`src/rtl/priority_encoder4to2_irq.sv`:
```
// Registered 4-to-2 priority encoder with per-line pending latches and a valid/ack handshake.
// Line 3 has the highest priority. A presented code is frozen until it is acknowledged.
module priority_encoder4to2_irq (
  input  logic       i_clk,
  input  logic       i_rst,
  input  logic [3:0] i_req,
  input  logic       i_ack,
  output logic       o_valid,
  output logic [1:0] o_code,
  output logic [3:0] o_pending
);

  typedef enum logic {
    ST_IDLE = 1'b0,
    ST_HOLD = 1'b1
  } state_t;

  state_t     r_state;
  state_t     w_state_next;
  logic [3:0] r_pending;
  logic [3:0] w_pending_next;
  logic [3:0] w_clr;
  logic [1:0] r_code;
  logic [1:0] w_code_next;
  logic [1:0] w_enc;
  logic       r_valid;
  logic       w_valid_next;

  // Retire only the presented line; a request on that same line in the ack cycle re-arms it.
  always_comb begin
    w_clr = 4'b0000;
    if (r_valid && i_ack) begin
      w_clr = 4'b0001 << r_code;
    end
    w_pending_next = i_req | (r_pending & ~w_clr);
  end

  assign w_enc = {r_pending[3] | r_pending[2],
                  r_pending[3] | (~r_pending[2] & r_pending[1])};

  always_comb begin
    w_state_next = r_state;
    w_code_next  = r_code;
    w_valid_next = r_valid;
    case (r_state)
      ST_IDLE: begin
        if (r_pending != 4'b0000) begin
          w_code_next  = w_enc;
          w_valid_next = 1'b1;
          w_state_next = ST_HOLD;
        end
      end
      ST_HOLD: begin
        if (i_ack) begin
          w_valid_next = 1'b0;
          w_state_next = ST_IDLE;
        end
      end
      default: begin
        w_valid_next = 1'b0;
        w_state_next = ST_IDLE;
      end
    endcase
  end

  always_ff @(posedge i_clk) begin
    if (i_rst) begin
      r_state   <= ST_IDLE;
      r_pending <= 4'b0000;
      r_code    <= 2'b00;
      r_valid   <= 1'b0;
    end else begin
      r_state   <= w_state_next;
      r_pending <= w_pending_next;
      r_code    <= w_code_next;
      r_valid   <= w_valid_next;
    end
  end

  assign o_valid   = r_valid;
  assign o_code    = r_code;
  assign o_pending = r_pending;

endmodule

```
`config.mk`:
```
export PLATFORM = sky130hd
export DESIGN_NAME = priority_encoder4to2_irq
export DESIGN_NICKNAME = d
export VERILOG_FILES = /design/src/rtl/priority_encoder4to2_irq.sv
export SDC_FILE = /design/constraint.sdc
export NUM_CORES = 1
export LEC_CHECK = 0
export CAP_MARGIN = 15
export CORE_AREA = 2 2 39 41
export DETAILED_ROUTE_END_ITERATION = 16
export DIE_AREA = 0 0 41 43
export GPL_TIMING_DRIVEN = 0
export PLACE_DENSITY_LB_ADDON = 0.12
export SYNTH_ARGS = -nofsm -noshare
export SYNTH_HDL_FRONTEND = slang
export SYNTH_SLANG_ARGS = --single-unit
```
`constraint.sdc`:
```
create_clock -name i_clk -period 1.1 [get_ports i_clk]
set_input_delay 0.165 -clock i_clk [delete_from_list [all_inputs] [get_ports i_clk]]
set_output_delay 0.165 -clock i_clk [all_outputs]
set_load 0.01 [all_outputs]
```
==> Table 3: Implementation characteristics, run 1 <==
Physical design parameters

Parameter                              Value

Final timing
  Clock skew .................. around 0.0021 ns
  Transition at the pin with the smallest max-transition slack .................. 0.3739 ns
  Max-slew violations .................. 0
  Setup Total Neg Slack .................. 0 ns
  Final hold slack .................. roughly 0.27 ns

Run
  Stage-log warning count .................. 27
  Max-cap viol count .................. 0

Global routing
  Global-route wire length before repair .................. 1.345 mm
  Total global routing overflow .................. 0

Synthesis
  Synth Area in Simple Gates .................. 0.2955
  Mapped cell area .................. 330.3 um2
  Cell total in the yosys stat output .................. 37
  Flops after synth .................. 8
  Yosys-reported design area after synthesis .................. 330.3 um2
  Post-synth net total .................. 44

Place
  Final HPWL from detailed placement .................. 561.9 um
  Pre-CTS setup slack .................. -0.08466 ns
  Post-detailed-placement cell area .................. 470.5 um2

Final layout
  Flip-flops .................. 8
  Post-Route Utilization .................. 0.3571
  Final-layout clock-cell area share .................. 0.04557
  Combinational Area .................. 158.9 um2

Setup path
  Kind of cell with the highest combined delay on the critical path .................. flip-flops
  Buffers plus inverters on the worst setup path .................. 1
  Data required time at the worst endpoint .................. 0.94 ns
  Endpoint class of the critical path .................. output port
  Worst setup path category .................. reg -> out
  Cells along the critical path .................. dlygate4sd2_1
  Arrival time at the worst endpoint .................. 0.89 ns
  Length in cells of the worst reg-to-reg path .................. 3

Outcome
  Outcome .................. completed

Route
  Vias per std cell .................. about 4.7
  Initial detailed-routing violation count .................. 5
  Aggregate routed wire length .................. 727 um

Power
  IR drop worst, VDD .................. 822.0 uV

Clock tree
  CTS sink count .................. 8
  Clock Tree Buf Depth .................. 2

Worst hold path
  Hold Path Class .................. in -> reg
## run 1: report_power, final
group | leakage (nW) | internal, mW | switching, mW
logic | 0.111 | 0.0724 | 0.0527
registers | 0.0685 | 0.323 | 0.0372
clock network | 0.0138 | 0.124 | 0.0927
## run 1: cell usage after synthesis, drive strengths merged
cell	instances	area share
a221oi	1	0.045
o21ai	1	0.015
a21oi	5	0.076
nand2	3	0.034
o21bai	1	0.023
nor3b	1	0.023
a21o	1	0.027
nand4b	2	0.053
nor2	5	0.057
nor2b	1	0.019
nor3	1	0.015
nor4	2	0.057
or2	1	0.019
nand4	1	0.019
inv	2	0.023
clkbuf	1	0.011
dfxtp	8	0.48
## run 1: registers in the layout, indices dropped and copies added, names as in the netlist
signal     flops
r_state        1
o_valid        1
o_pending      4
o_code         2
**Run 1: wires at chosen ports, followed through buffers**

(6 px per um)
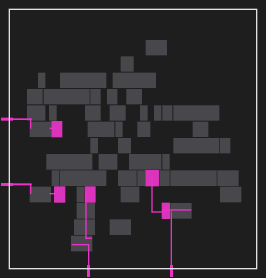
legend:
  i_req:
    colour: magenta
    bits: 4
    direction: input
    edge: 2 south, 2 west
    end_cells: 5
    buffers: 4
    wire: 46.7 um
IO Count: 14
number of buffers added on ports: 12

**Run 1: cell outlines without signal wires**

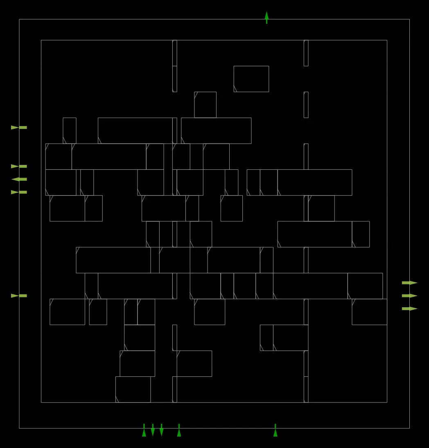
area inside the core boundary: 0.001384 mm2
number of non-filler instances in the completed layout: 68
Site Rows: 14
flop share of the area: 0.3418

**Run 1: sizing map**

(12 px per um)
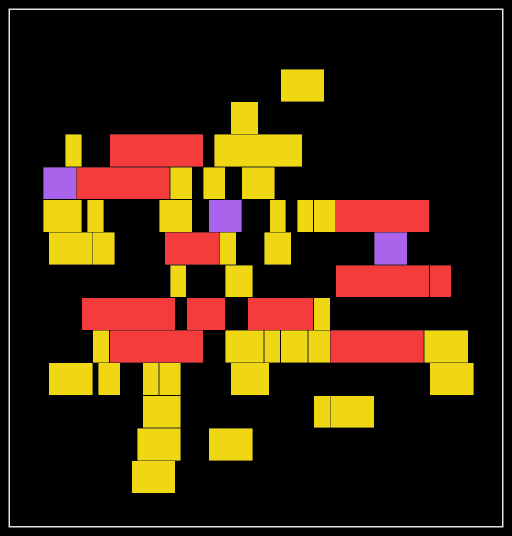
legend:
  _3 and _4 cells:
    colour: purple
    cells: 3
    share: 5.8%
  _2 cells:
    colour: red
    cells: 11
    share: 21%
  _0 and _1 cells:
    colour: yellow
    cells: 38
    share: 73%
Non-Clock Buffer Count: 13
area growth from synthesis to layout: 49.62%
final worst slack: 0.04920 ns
final standard cell area without fillers: 494.2 um2

## Run 2: what changed since run 1
Clock period 1.1 ns to 0.9 ns, I/O delays scaled along.
**Run 2: pin placement**

(12 px per um) Pins as bars across the die edge, other pins in grey.
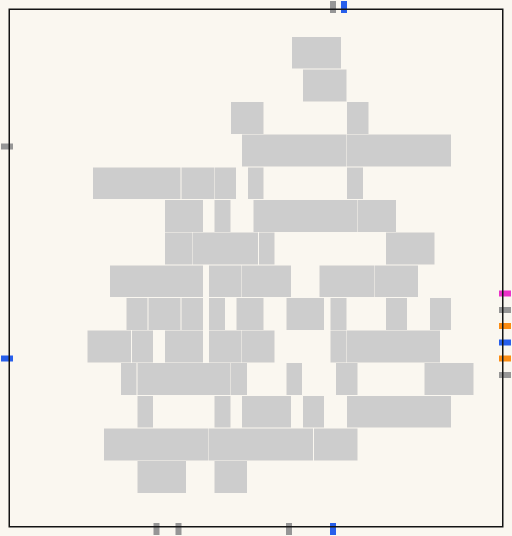
legend:
  i_ack:
    colour: magenta
    pins: 1
    direction: input
    edge: east
  o_code:
    colour: orange
    pins: 2
    direction: output
    edge: east
  i_req:
    colour: blue
    pins: 4
    direction: input
    edge: 1 east, 1 south, 1 north, 1 west
Die X-Extent: 41 um
die extent in y: 43 um

**Run 2: sizing map**

(12 px per um)
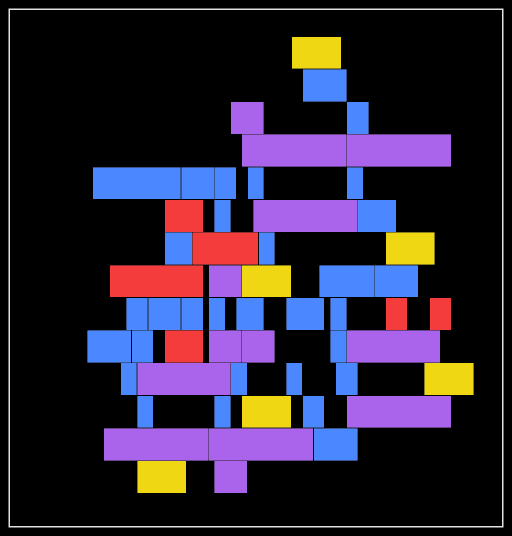
legend:
  _6 and larger:
    colour: yellow
    cells: 6
    share: 11%
  _2 cells:
    colour: red
    cells: 6
    share: 11%
  _0 and _1 cells:
    colour: blue
    cells: 31
    share: 55%
  _3 and _4 cells:
    colour: purple
    cells: 13
    share: 23%
final standard cell area without fillers: 571.8 um2
final worst slack: -0.1324 ns
area growth from synthesis to layout: 73.11%
Non-Clock Buffer Count: 16

==> run 2 against run 1 <==
Effect of this change: the flow now finishes with violations (setup timing); setup slack got worse by 0.18 ns; worst hold slack got worse by 0.035 ns; global-route usage rose by 0.30 points.
==> Table 3: Implementation characteristics, run 2 <==
Physical design parameters

Parameter                              Value

Final timing
  Max-slew violations .................. 0 (unchanged)
  Worst slew slack as a fraction of its limit .................. 0.7482
  Clock skew .................. 0.007411 ns (+0.005321 ns)
  Final hold slack .................. 0.2316 ns (-0.03544 ns)
  Transition at the pin with the smallest max-transition slack .................. 0.3777 ns (+0.003868 ns)
  Final worst slack .................. -0.1324 ns (-0.1816 ns)
  Final hold viol count .................. 0
  Crit share post-route .................. 1.147
  Setup violations, final .................. 5
  Setup Total Neg Slack .................. -0.4765 ns (-0.4765 ns)
  Setup repair after global routing missed its margin .................. yes

Synthesis
  EDFF count, synth .................. 0 (unchanged)
  Flops after synth .................. 8 (unchanged)
  Share of the synthesized netlist area taken by xor and xnor gates .................. 0
  Area share of and-or/or-and cells after synthesis .................. 0.1856
  Commonest cells in the synthesized netlist .................. 8 x sky130_fd_sc_hd__dfxtp_1, 5 x sky130_fd_sc_hd__a21oi_1, 5 x sky130_fd_sc_hd__nor2_1
  Commonest register cell after synthesis .................. sky130_fd_sc_hd__dfxtp_1
  Most area-hungry cell type in the Yosys netlist .................. sky130_fd_sc_hd__dfxtp_1
  Post-synth net total .................. 44 (unchanged)
  Cell total in the yosys stat output .................. 37 (unchanged)
  Synth Area in Simple Gates .................. 0.2955 (unchanged)
  Count of synthesis-stage warnings from yosys .................. 0
  Asr flop ratio synth .................. 0 (unchanged)
  Top cells by area, synth .................. sky130_fd_sc_hd__dfxtp_1 48%, sky130_fd_sc_hd__a21oi_1 7.6%, sky130_fd_sc_hd__nor2_1 5.7%, sky130_fd_sc_hd__nand4b_1 5.3%, sky130_fd_sc_hd__a221oi_2 4.5%
  Top-area cell share .................. 0.4848 (unchanged)
  Yosys-reported design area after synthesis .................. 330.3 um2 (unchanged)
  Distinct cell type count of the synthesized netlist .................. 18
  Mapped cell area .................. 330.3 um2 (unchanged)
  Cell with the most instances after synthesis .................. sky130_fd_sc_hd__dfxtp_1

Global routing
  Total global routing overflow .................. 0 (unchanged)
  Global-route wire length before repair .................. 1.359 mm (+1.0%)

Setup path
  Worst setup path category .................. reg -> reg
  Kind of cell with the highest combined delay on the critical path .................. simple AND/OR/NAND/NOR gates
  Setup crit end .................. o_code[0]
  Endpoint class of the critical path .................. flip-flop
  Buffers plus inverters on the worst setup path .................. 0 (-1)
  Arrival time at the worst endpoint .................. 1.15 ns (+0.26 ns)
  Length in cells of the worst reg-to-reg path .................. 3 (unchanged)
  Startpoint of the worst setup timing path .................. o_pending[2]
  Logic depth of the worst path, buffers included .................. 3
  Cells along the critical path .................. nor4_4, or2_1, a221oi_2
  Data required time at the worst endpoint .................. 1.02 ns (+0.08 ns)

Route
  Aggregate routed wire length .................. 824 um (+13%)
  Via count of the routed design .................. 341
  Routed WL per cell .................. 11.44 um
  Number of nets still failing antenna checks after routing .................. 0
  Initial detailed-routing violation count .................. 6 (+1)
  Vias per std cell .................. 4.736 (+0.33%)

Power
  Top power group .................. registers
  Combinational Power .................. 202 uW (+62%)
  Power dissipated in sequential cells .................. 443 uW (+23%)
  Part of the total power dissipated in sequential elements .................. 0.473 (-0.040)
  Clock Power .................. 292 uW (+35%)
  IR drop worst, VDD .................. 744.2 uV (-9.5%)
  Switching Fraction .................. 0.2725 (+0.01262)
  Clock power share .................. 0.312 (+0.003)
  Share of power burned in combinational logic .................. 0.215 (+0.037)
  Total net switching power .................. 255.5 uW (+40%)
  Power Internal .................. 682.1 uW (+31%)

Floorplan
  Well Taps .................. 16
  DIE AREA .................. around 0.0018 mm2
  IO Count .................. 14 (unchanged)
  Area inside the core boundary .................. 0.001384 mm2 (unchanged)
  Site Rows .................. 14 (unchanged)

Final layout
  Flop share of the area .................. 0.3217 (-0.02011)
  Number of non-filler instances in the completed layout .................. 72 (+5.9%)
  Combinational Area .................. 185.2 um2 (+17%)
  Dominant class by area .................. logic gates
  Number of flip-flops under the largest register name .................. 4 (unchanged)
  Layout net count .................. 64
  Number of diodes added for antenna fixing .................. 0
  Post-Route Utilization .................. 0.4132 (+0.05606)
  Final-layout clock-cell area share .................. 0.04595 (+0.0003823)
  Flip-flops .................. 8 (unchanged)
  Non-CTS inverters .................. 2

Run
  Stage-log warning count .................. 29 (+7.4%)
  Max-cap viol count .................. 0 (unchanged)

Clock tree
  Clock Tree Buf Depth .................. 2 (unchanged)
  CTS sink count .................. 8 (unchanged)
  Num CTS Buffers .................. 3

Place
  Pre-CTS setup slack .................. -0.2527 ns (-0.1680 ns)
  Post-detailed-placement cell area .................. 494.2 um2 (+5.1%)
  Number of buffers added on ports .................. 12 (unchanged)

Outcome
  Outcome .................. complete, but fails checks
  Failing checks .................. setup timing

Worst hold path
  Hold Path Class .................. in -> reg
==> run 2: netlist changes by cell type in the layout (fill, tap and decap cells not counted), moves of 4 or more <==
| cell | before | now |
|---|---|---|
| sky130_fd_sc_hd__dfxtp_4 | 0 | 6 |
| sky130_fd_sc_hd__dfxtp_2 | 7 | 1 |
| sky130_fd_sc_hd__clkdlybuf4s15_1 | 4 | 0 |
| sky130_fd_sc_hd__buf_6 | 0 | 6 |
==> run 2: worst register-to-register path, delay by kind of cell, from the launching register on <==
| kind | cells | cell delay, ns |
|---|---|---|
| AND-OR/OR-AND | 1 | 0.07 |
| flip-flops | 1 | 0.36 |
| AND/OR/NAND/NOR | 2 | 0.48 |
==> run 2: repair_timing <==
item | CTS | global route
pin swaps | 3 | 5
setup endpoints to repair | 11 | 14
gates resized | 37 | 6
buffers inserted | 3 | 0
## Run 3: what changed since run 2
Settings changed: CTS_BUF_LIST set to sky130_fd_sc_hd__clkbuf_8, PLACE_DENSITY set to 0.49, PLACE_DENSITY_LB_ADDON 0.12 to not set.
**Run 3: selected gate families**

(12 px per um)
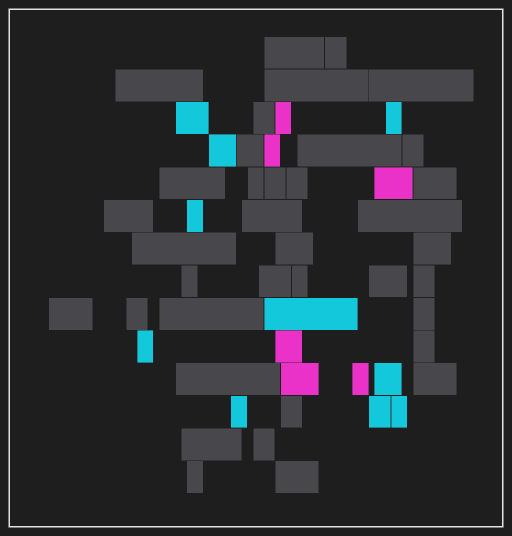
legend:
  NOR gates:
    colour: cyan
    cells: 10
  NAND gates:
    colour: magenta
    cells: 6
number of non-filler instances in the completed layout: 69
logic share of the area: 0.3198
dominant logic cell type in the layout: sky130_fd_sc_hd__dfxtp_4

**Run 3: cell outlines without signal wires**

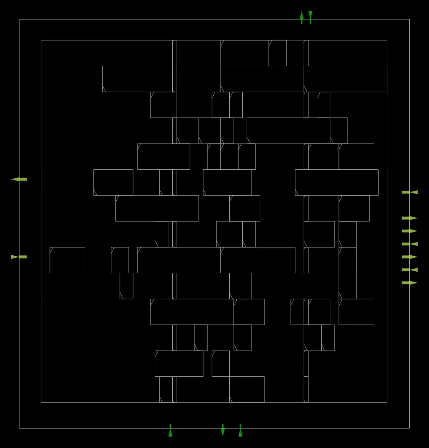
Post-Route Utilization: 0.3788
flip-flops: 8
Layout fillers: 150

==> run 3 against run 2 <==
Effect of this change: highest routed layer unchanged; via count decreased by 2.3%; the flow still finishes with violations (setup timing); wire length increased by 5.5%; critical path type unchanged; critical endpoint is now o_valid; largest cell class is now registers; largest power group unchanged; global-route usage increased by 0.78 points; cell count decreased by 4.2%; fmax increased by 1.5%; flip-flop count unchanged.
==> Table 3: Implementation characteristics, run 3 <==
Physical design parameters

Parameter                              Value

Synthesis
  Synth Area in Simple Gates .................. 0.2955 (unchanged)
  Commonest register cell after synthesis .................. sky130_fd_sc_hd__dfxtp_1
  Commonest cells in the synthesized netlist .................. 8 x sky130_fd_sc_hd__dfxtp_1, 5 x sky130_fd_sc_hd__a21oi_1, 5 x sky130_fd_sc_hd__nor2_1
  Flops after synth .................. 8 (unchanged)
  Yosys-reported design area after synthesis .................. 330.3 um2 (unchanged)
  Cell total in the yosys stat output .................. 37 (unchanged)
  Most area-hungry cell type in the Yosys netlist .................. sky130_fd_sc_hd__dfxtp_1
  Top cells by area, synth .................. sky130_fd_sc_hd__dfxtp_1 48%, sky130_fd_sc_hd__a21oi_1 7.6%, sky130_fd_sc_hd__nor2_1 5.7%, sky130_fd_sc_hd__nand4b_1 5.3%, sky130_fd_sc_hd__a221oi_2 4.5%
  Post-synth net total .................. 44 (unchanged)
  Area share of and-or/or-and cells after synthesis .................. 0.1856 (unchanged)
  Count of synthesis-stage warnings from yosys .................. 0 (unchanged)
  Cell with the most instances after synthesis .................. sky130_fd_sc_hd__dfxtp_1
  Share of the synthesized netlist area taken by xor and xnor gates .................. 0 (unchanged)
  Top-area cell share .................. 0.4848 (unchanged)
  Mapped cell area .................. 330.3 um2 (unchanged)
  EDFF count, synth .................. 0 (unchanged)
  Asr flop ratio synth .................. 0 (unchanged)
  Distinct cell type count of the synthesized netlist .................. 18 (unchanged)

Outcome
  Failing checks .................. setup timing
  Outcome .................. complete, but fails checks

Route
  Number of nets still failing antenna checks after routing .................. 0 (unchanged)
  Initial detailed-routing violation count .................. 3 (-3)
  Routed WL per cell .................. 12.59 um (+10%)
  Aggregate routed wire length .................. 869 um (+5.5%)
  Vias per std cell .................. 4.826 (+1.9%)
  Via count of the routed design .................. 333 (-2.3%)
  DRC viols .................. 0

Floorplan
  IO Count .................. 14 (unchanged)
  Die X-Extent .................. 41 um (unchanged)
  Die extent in y .................. 43 um (unchanged)
  Site Rows .................. 14 (unchanged)
  Area inside the core boundary .................. 0.001384 mm2 (unchanged)
  DIE AREA .................. 0.001763 mm2 (unchanged)

Place
  Pre-CTS setup slack .................. -0.2837 ns (-0.03096 ns)
  Post-detailed-placement cell area .................. 494.2 um2 (unchanged)
  Number of buffers added on ports .................. 12 (unchanged)

Final timing
  Crit share post-route .................. 1.130 (-0.01702)
  Final worst slack .................. -0.1170 ns (+0.01532 ns)
  Setup Total Neg Slack .................. -0.4928 ns (-0.01631 ns)
  Clock skew .................. 0.007612 ns (+0.0002004 ns)
  Final hold viol count .................. 0 (unchanged)
  Setup violations, final .................. 5 (unchanged)
  Max-slew violations .................. 0 (unchanged)
  Transition at the pin with the smallest max-transition slack .................. 0.3811 ns (+0.003331 ns)
  Final hold slack .................. 0.2592 ns (+0.02758 ns)
  Worst slew slack as a fraction of its limit .................. 0.7460 (-0.002220)
  Setup repair after global routing missed its margin .................. yes

Setup path
  Length in cells of the worst reg-to-reg path .................. 3 (unchanged)
  Logic depth of the worst path, buffers included .................. 3 (unchanged)
  Setup crit end .................. o_valid
  Kind of cell with the highest combined delay on the critical path .................. simple AND/OR/NAND/NOR gates
  Arrival time at the worst endpoint .................. 1.11 ns (-0.04 ns)
  Data required time at the worst endpoint .................. 0.99 ns (-0.03 ns)
  Cells along the critical path .................. nor4_4, or2_1, a21oi_1
  Endpoint class of the critical path .................. flip-flop
  Startpoint of the worst setup timing path .................. o_pending[2]
  Worst setup path category .................. reg -> reg

Power
  Switching Fraction .................. 0.2558 (-0.01665)
  Part of the total power dissipated in sequential elements .................. 0.428 (-0.045)
  IR drop worst, VDD .................. 658.0 uV (-12%)
  Total net switching power .................. 265.1 uW (+3.8%)
  Share of power burned in combinational logic .................. 0.146 (-0.069)
  Power after layout .................. 1.036 mW
  Clock power share .................. 0.426 (+0.114)

Clock tree
  Post-CTS Setup Repair Bufs .................. 0 (-3)
  CTS sink count .................. 8 (unchanged)
  Num CTS Buffers .................. 3 (unchanged)
  Clock network latency to the later pin of the worst-skew pair .................. ~0.23 ns
  Cts repair resizes .................. 32 (-14%)
  Clock Tree Buf Depth .................. 2 (unchanged)

Run
  Stage-log warning count .................. 29 (unchanged)
  Max-cap viol count .................. 0 (unchanged)

Final layout
  Final standard cell area without fillers .................. 524.3 um2 (-8.3%)
  Layout net count .................. 61 (-4.7%)
  Area growth from synthesis to layout .................. 58.71%
  Combinational Area .................. 167.7 um2 (-9.5%)

Global routing
  GR Util met2 .................. 0.1594
  Global-route wire length before repair .................. 1.386 mm (+2.0%)

Worst hold path
  Hold Path Class .................. in -> reg
==> run 3: cell count changes in the layout (fill, tap and decap cells not counted), sizes merged <==
cell          delta
dlymetal6s2s     -1
inv              +1
clkbuf           -1
buf              -4
dlygate4sd2      +2
==> run 3: cell type report <==
cell class,count,share of cell area
tap,16,0.03819
timing repair buffer,12,0.1790
multi-input combinational,26,0.3198
clock buffer,3,0.07876
inverter,2,0.01432
clock inverter,1,0.007160
buffer,1,0.007160
sequential,8,0.3556
==> run 3: power by group through the flow <==
stage | clock, mW | sequential (mW) | combinational [mW]
6_report | 0.441 | 0.444 | 0.152
3_3_place_gp | 0 | 0.447 | 0.175
4_1_cts | 0.467 | 0.443 | 0.151
3_5_place_dp | 0 | 0.447 | 0.176
5_1_grt | 0.483 | 0.451 | 0.170
2_1_floorplan | 0 | 0.448 | 0.0724
Power and IR drop assume default switching activity.
